==> src/rtl/pc_sequencer_if.sv <==
// pc_sequencer_if: groups the decode/datapath-facing signals of the PC and trap
// sequencer into one bundle.
//   master modport: core decode/datapath side. It drives stall, pc_src,
//                   branch/jump operands, illegal, eret, irq and the mask
//                   write port. It receives pc, pc_plus4, trap, irq_ack,
//                   epc, cause, irq_mask and kernel.
//   slave modport : the sequencer itself, with the opposite directions.
interface pc_sequencer_if #(
    parameter int NUM_IRQ = 4
);
    logic                stall;
    logic [1:0]          pc_src;
    logic                branch_taken;
    logic [15:0]         imm16;
    logic [25:0]         instr_index;
    logic [31:0]         jr_target;
    logic                illegal;
    logic                eret;
    logic [NUM_IRQ-1:0]  irq;
    logic                mask_we;
    logic [NUM_IRQ-1:0]  mask_wdata;
    logic [31:0]         pc;
    logic [31:0]         pc_plus4;
    logic                trap;
    logic [NUM_IRQ-1:0]  irq_ack;
    logic [31:0]         epc;
    logic [7:0]          cause;
    logic [NUM_IRQ-1:0]  irq_mask;
    logic                kernel;

    modport master (
        output stall, pc_src, branch_taken, imm16, instr_index, jr_target,
               illegal, eret, irq, mask_we, mask_wdata,
        input  pc, pc_plus4, trap, irq_ack, epc, cause, irq_mask, kernel
    );

    modport slave (
        input  stall, pc_src, branch_taken, imm16, instr_index, jr_target,
               illegal, eret, irq, mask_we, mask_wdata,
        output pc, pc_plus4, trap, irq_ack, epc, cause, irq_mask, kernel
    );
endinterface

==> src/rtl/pc_sequencer.sv <==
// pc_sequencer: program counter, next-PC selection and trap sequencing for the
// single-cycle MIPS core. Handles prioritised maskable interrupts (level or
// rising-edge per source), illegal-instruction exceptions, eret and stalls.
// Kernel mode is pc[31].
// Ports:
//   clk   - core clock
//   reset - synchronous, active-high; overrides everything including trap
//   bus   - pc_sequencer_if.slave: redirect controls in; pc, pc_plus4,
//           trap/irq_ack (combinational), epc, cause, irq_mask, kernel out
module pc_sequencer #(
    parameter logic [31:0]        RESET_VEC = 32'h8000_0000,
    parameter logic [31:0]        IRQ_VEC   = 32'h8000_0004,
    parameter logic [31:0]        EXC_VEC   = 32'h8000_0008,
    parameter logic [31:0]        VEC_BASE  = 32'h8000_0100,
    parameter int                 NUM_IRQ   = 4,
    parameter bit                 VECTORED  = 1'b0,
    parameter logic [NUM_IRQ-1:0] IRQ_EDGE  = '0
) (
    input  logic clk,
    input  logic reset,
    pc_sequencer_if.slave bus
);

    localparam logic [NUM_IRQ-1:0] IRQ_ONE = NUM_IRQ'(1'b1);

    // Index of the lowest set bit (highest priority source).
    function automatic logic [4:0] prio_index(input logic [NUM_IRQ-1:0] req);
        logic [4:0] idx;
        idx = 5'd0;
        for (int i = NUM_IRQ - 1; i >= 0; i--) begin
            idx = req[i] ? i[4:0] : idx;
        end
        return idx;
    endfunction

    logic [31:0]        pc_r;
    logic [31:0]        epc_r;
    logic [7:0]         cause_r;
    logic [NUM_IRQ-1:0] mask_r;
    logic [NUM_IRQ-1:0] edge_pend_r;
    logic [NUM_IRQ-1:0] irq_prev_r;

    logic [31:0]        pc_plus4_s;
    logic               kernel_s;
    logic [31:0]        branch_off_s;
    logic [31:0]        seq_next_s;
    logic [NUM_IRQ-1:0] pending_s;
    logic [NUM_IRQ-1:0] elig_s;
    logic [NUM_IRQ-1:0] winner_s;
    logic [4:0]         win_idx_s;
    logic [31:0]        irq_target_s;
    logic [31:0]        next_pc_s;
    logic [31:0]        next_epc_s;
    logic [7:0]         next_cause_s;
    logic               trap_s;
    logic [NUM_IRQ-1:0] ack_s;
    logic [NUM_IRQ-1:0] edge_pend_next_s;

    assign pc_plus4_s   = pc_r + 32'd4;
    assign kernel_s     = pc_r[31];
    assign branch_off_s = {{14{bus.imm16[15]}}, bus.imm16, 2'b00};

    // Level sources are pending while asserted; edge sources only via their
    // sticky bit, so an edge is trapped one cycle after it is latched.
    assign pending_s = (bus.irq & ~IRQ_EDGE) | (edge_pend_r & IRQ_EDGE);
    assign elig_s    = pending_s & mask_r;
    // Two's-complement trick isolates the lowest set bit.
    assign winner_s  = elig_s & (~elig_s + IRQ_ONE);
    assign win_idx_s = prio_index(elig_s);

    // Interrupt destination: fixed vector or per-source slot 8 bytes apart.
    always_comb begin
        irq_target_s = IRQ_VEC;
        if (VECTORED) begin
            irq_target_s = VEC_BASE + {24'd0, win_idx_s, 3'b000};
        end else begin
            irq_target_s = IRQ_VEC;
        end
    end

    // Ordinary next-PC mux; user-mode register jumps cannot set pc[31].
    always_comb begin
        seq_next_s = pc_plus4_s;
        case (bus.pc_src)
            2'b00: seq_next_s = pc_plus4_s;
            2'b01: begin
                if (bus.branch_taken) begin
                    seq_next_s = pc_plus4_s + branch_off_s;
                end else begin
                    seq_next_s = pc_plus4_s;
                end
            end
            2'b10: seq_next_s = {pc_plus4_s[31:28], bus.instr_index, 2'b00};
            2'b11: begin
                if (kernel_s) begin
                    seq_next_s = bus.jr_target;
                end else begin
                    seq_next_s = {1'b0, bus.jr_target[30:0]};
                end
            end
            default: seq_next_s = pc_plus4_s;
        endcase
    end

    // Redirect priority: reset, stall, illegal (incl. user eret), irq, eret, normal.
    always_comb begin
        next_pc_s    = pc_r;
        next_epc_s   = epc_r;
        next_cause_s = cause_r;
        trap_s       = 1'b0;
        ack_s        = '0;
        if (reset || bus.stall) begin
            next_pc_s = pc_r;
        end else if (bus.illegal || (bus.eret && !kernel_s)) begin
            trap_s       = 1'b1;
            next_pc_s    = EXC_VEC;
            next_cause_s = {1'b1, kernel_s, 1'b0, 5'd0};
            // A nested exception keeps the original user return address.
            if (!kernel_s) begin
                next_epc_s = pc_r;
            end else begin
                next_epc_s = epc_r;
            end
        end else if (!kernel_s && (elig_s != '0)) begin
            trap_s       = 1'b1;
            ack_s        = winner_s;
            next_pc_s    = irq_target_s;
            next_epc_s   = pc_r;
            next_cause_s = {3'b000, win_idx_s};
        end else if (bus.eret) begin
            next_pc_s = epc_r;
        end else begin
            next_pc_s = seq_next_s;
        end
    end

    // Sticky edge bits: a new rising edge wins over a same-cycle acknowledge.
    assign edge_pend_next_s = IRQ_EDGE &
                              ((edge_pend_r & ~ack_s) | (bus.irq & ~irq_prev_r));

    // Architectural state; edge sampling and mask writes ignore stall.
    always_ff @(posedge clk) begin
        if (reset) begin
            pc_r        <= RESET_VEC;
            epc_r       <= 32'd0;
            cause_r     <= 8'd0;
            mask_r      <= '0;
            edge_pend_r <= '0;
            irq_prev_r  <= '0;
        end else begin
            pc_r        <= next_pc_s;
            epc_r       <= next_epc_s;
            cause_r     <= next_cause_s;
            edge_pend_r <= edge_pend_next_s;
            irq_prev_r  <= bus.irq;
            if (bus.mask_we) begin
                mask_r <= bus.mask_wdata;
            end else begin
                mask_r <= mask_r;
            end
        end
    end

    assign bus.pc       = pc_r;
    assign bus.pc_plus4 = pc_plus4_s;
    assign bus.kernel   = kernel_s;
    assign bus.epc      = epc_r;
    assign bus.cause    = cause_r;
    assign bus.irq_mask = mask_r;
    assign bus.trap     = trap_s;
    assign bus.irq_ack  = ack_s;

endmodule

==> src/flat_wrapper.sv <==
// flat-port wrapper written by rule: the top's interface ports become plain ports
module pc_sequencer_flat 
#(
    parameter logic [31:0]        RESET_VEC = 32'h8000_0000,
    parameter logic [31:0]        IRQ_VEC   = 32'h8000_0004,
    parameter logic [31:0]        EXC_VEC   = 32'h8000_0008,
    parameter logic [31:0]        VEC_BASE  = 32'h8000_0100,
    parameter int                 NUM_IRQ   = 4,
    parameter bit                 VECTORED  = 1'b0,
    parameter logic [NUM_IRQ-1:0] IRQ_EDGE  = '0
)
  (clk, reset, bus_stall, bus_pc_src, bus_branch_taken, bus_imm16, bus_instr_index, bus_jr_target, bus_illegal, bus_eret, bus_irq, bus_mask_we, bus_mask_wdata, bus_pc, bus_pc_plus4, bus_trap, bus_irq_ack, bus_epc, bus_cause, bus_irq_mask, bus_kernel);
  pc_sequencer_if #(.NUM_IRQ(NUM_IRQ)) bus_i ();
  input  logic clk;
  input  logic reset;
  input wire logic [$bits(bus_i.stall)-1:0] bus_stall;
  input wire logic [$bits(bus_i.pc_src)-1:0] bus_pc_src;
  input wire logic [$bits(bus_i.branch_taken)-1:0] bus_branch_taken;
  input wire logic [$bits(bus_i.imm16)-1:0] bus_imm16;
  input wire logic [$bits(bus_i.instr_index)-1:0] bus_instr_index;
  input wire logic [$bits(bus_i.jr_target)-1:0] bus_jr_target;
  input wire logic [$bits(bus_i.illegal)-1:0] bus_illegal;
  input wire logic [$bits(bus_i.eret)-1:0] bus_eret;
  input wire logic [$bits(bus_i.irq)-1:0] bus_irq;
  input wire logic [$bits(bus_i.mask_we)-1:0] bus_mask_we;
  input wire logic [$bits(bus_i.mask_wdata)-1:0] bus_mask_wdata;
  output wire logic [$bits(bus_i.pc)-1:0] bus_pc;
  output wire logic [$bits(bus_i.pc_plus4)-1:0] bus_pc_plus4;
  output wire logic [$bits(bus_i.trap)-1:0] bus_trap;
  output wire logic [$bits(bus_i.irq_ack)-1:0] bus_irq_ack;
  output wire logic [$bits(bus_i.epc)-1:0] bus_epc;
  output wire logic [$bits(bus_i.cause)-1:0] bus_cause;
  output wire logic [$bits(bus_i.irq_mask)-1:0] bus_irq_mask;
  output wire logic [$bits(bus_i.kernel)-1:0] bus_kernel;
  assign bus_i.stall = bus_stall;
  assign bus_i.pc_src = bus_pc_src;
  assign bus_i.branch_taken = bus_branch_taken;
  assign bus_i.imm16 = bus_imm16;
  assign bus_i.instr_index = bus_instr_index;
  assign bus_i.jr_target = bus_jr_target;
  assign bus_i.illegal = bus_illegal;
  assign bus_i.eret = bus_eret;
  assign bus_i.irq = bus_irq;
  assign bus_i.mask_we = bus_mask_we;
  assign bus_i.mask_wdata = bus_mask_wdata;
  assign bus_pc = bus_i.pc;
  assign bus_pc_plus4 = bus_i.pc_plus4;
  assign bus_trap = bus_i.trap;
  assign bus_irq_ack = bus_i.irq_ack;
  assign bus_epc = bus_i.epc;
  assign bus_cause = bus_i.cause;
  assign bus_irq_mask = bus_i.irq_mask;
  assign bus_kernel = bus_i.kernel;
  pc_sequencer #(.RESET_VEC(RESET_VEC), .IRQ_VEC(IRQ_VEC), .EXC_VEC(EXC_VEC), .VEC_BASE(VEC_BASE), .NUM_IRQ(NUM_IRQ), .VECTORED(VECTORED), .IRQ_EDGE(IRQ_EDGE)) u_core (.clk(clk), .reset(reset), .bus(bus_i));
endmodule
==> config.mk <==
export PLATFORM = sky130hd
export DESIGN_NAME = pc_sequencer_flat
export DESIGN_NICKNAME = d
export VERILOG_FILES = /design/src/rtl/pc_sequencer_if.sv /design/src/rtl/pc_sequencer.sv /design/src/flat_wrapper.sv
export SDC_FILE = /design/constraint.sdc
export NUM_CORES = 1
export LEC_CHECK = 0
export ABC_AREA = 0
export CORE_MARGIN = 5
export CORE_UTILIZATION = 42
export DETAILED_ROUTE_END_ITERATION = 7
export GPL_TIMING_DRIVEN = 0
export PLACE_DENSITY_LB_ADDON = 0.05
export SLEW_MARGIN = 30
export SYNTH_ARGS = -nofsm -noshare
export SYNTH_HDL_FRONTEND = slang
export SYNTH_SLANG_ARGS = --single-unit
==> constraint.sdc <==
create_clock -name clk -period 3.35 [get_ports clk]
set_input_delay 0.335 -clock clk [delete_from_list [all_inputs] [get_ports clk]]
set_output_delay 0.335 -clock clk [all_outputs]
set_load 0.05 [all_outputs]
**Zoomed window**

Scale bar: 10 µm. Window x 50 to 80, y 50 to 80 µm. Cells in gray, sequential cells in the stronger gray; small squares are vias.
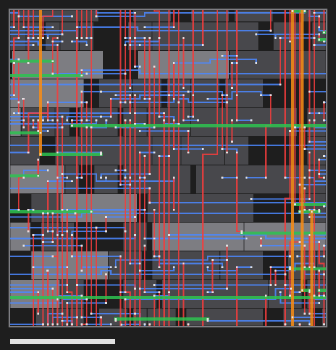
[M2] red
[M1] blue
[M3] green
[M4] orange
most frequent: nand2_1 (9), buf_4 (7)
cells with their middle in the window: 65
sequential cells in the window: 9
netlist names of flops here include: u_core.bus.pc (5), u_core.bus.epc (4)

**Signal wires on met1**

Supply wires on this layer in gray.
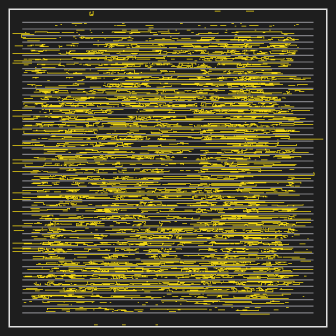
share of all routed wire: 42%
wire length on this layer: 11800 µm
nets with wire on the layer: 1092
longest straight run: 66.7 µm
Vias: 7632
GR met1 Demand/Resource: 43.4%
total wire length: 28.0 mm

**Routed metal, one color a layer**

Two of the layers only.
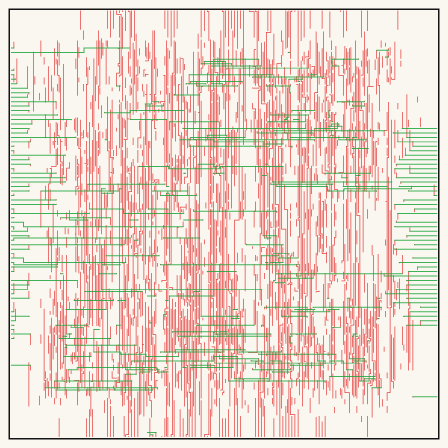
[M3] green | wire length: 2890 µm
[M2] red | wire length: 12600 µm
Routed WL per cell: 22.0 µm
gr usage total: 31.4%

**Clock nets**

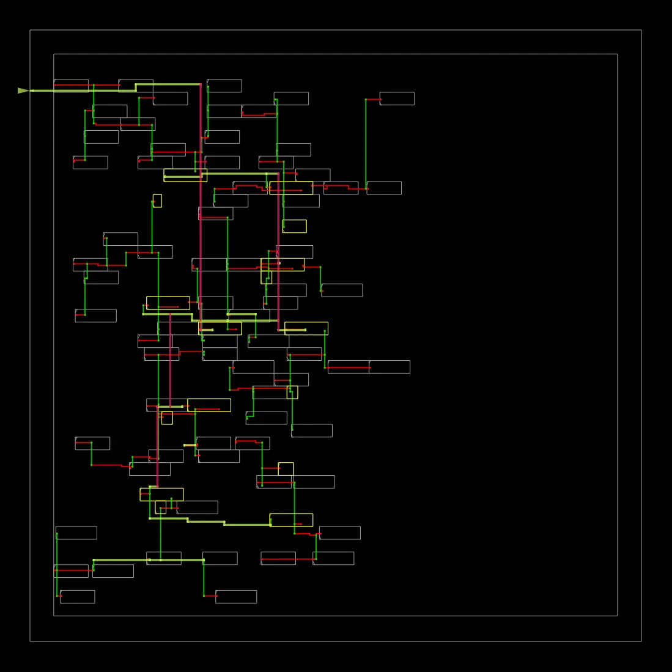
CTS Sinks: 72
latest clock arrival within the worst-skew pair: 0.34 ns
seq_cells: 72
Clk. pwr: 0.915 mW

==> impl_metrics.py <==
# Auto-generated metrics
metrics = {
    "routing": {
        "top_layer_used": "met4",
        "wl_met1_mm": 11.8,
        "dr_wl_met3_mm": 2.89,
    },
    "pwr": {
        "p_leak_nw": 3.89,
    },
    "final_layout": {
        "fin_area_um2": 10000,
        "biggestCellCategory": "multi-input combinational cells",
        "area_delta_synth_final_pct": 65.3,
        "diodes": 0,
        "bufAreaShareNonClock_pct": 25.6,
        "comb_share_pct": 53.5,
        "comb_area_um2": 5370,
    },
    "die": {
        "fp.dieH_um": 130,
        "die_x_um": 130,
        "rows": 44,
        "io_pins": 205,
    },
    "grt": {
        "busiest_layer": "met2",
        "antenna_found_initial": 0,
        "grt_pass1_wl_mm": 40.8,
    },
    "yosys": {
        "edf_count": 0,
        "yosysTopAreaCellShare_pct": 23.7,
        "syn_area_um2": 6070,
        "synth.area.mux_share_pct": 4.04,
        "yosysMostFrequentCell": "nand2_1",
        "yosys.cell_types.count": 76,
        "yosys.area_share.simple_pct": 24.3,
    },
    "timing": {
        "relSlewSlack_pct": 36.0,
        "finalClockSkew_ns": 0.00453,
        "setup_tns_ns": -1.11,
        "final.setup.worst_slack_ns": -0.193,
        "setup_viol": 12,
        "fin_crit_ns": 3.54,
    },
    "worst_setup_path": {
        "endpoint": "u_core.bus.pc[27]",
        "ff2ff_setup_slack_ns": -0.19,
    },
    "place": {
        "place.gp.congestion": 0.939,
        "port_buffers": 197,
        "post_dp_cell_area_um2": 8790,
    },
    "clocking": {
        "ctsResizeCount": 68,
        "clock-root-buffer": "clkbuf_16",
        "htreeDepth": 3,
        "post-cts-setup-buffers": 37,
    },
    "status": {
        "violations": "setup timing",
        "status": "complete, but fails checks",
    },
    "flow_run": {
        "drv_cap": 0,
    },
}
-- critical path, stage by stage, from the launching register on --
cell and delay (ns):
dfxtp_4 0.42, ha_4 0.20, nand3_1 0.13, xnor2_2 0.21, ha_1 0.35, a21o_2 0.29, a31oi_2 0.28, a21oi_1 0.24
o31ai_4 0.42, nand3_2 0.16, xnor2_2 0.17, a211o_1 0.28, a2bb2oi_2 0.19, o21ai_1 0.07
-- sequential cells by signal, summed over array words and instances (netlist names) --
| name | cells |
|---|---|
| u_core.bus.cause | 4 |
| u_core.bus.epc | 32 |
| u_core.bus.irq_mask | 4 |
| u_core.bus.pc | 32 |
-- report_power, final --
part	internal [mW]	switching (mW)
Sequential	0.860	0.0243
Clock	0.524	0.391
Combinational	0.343	0.493
Total	1.73	0.909
Power and IR drop assume default switching activity.
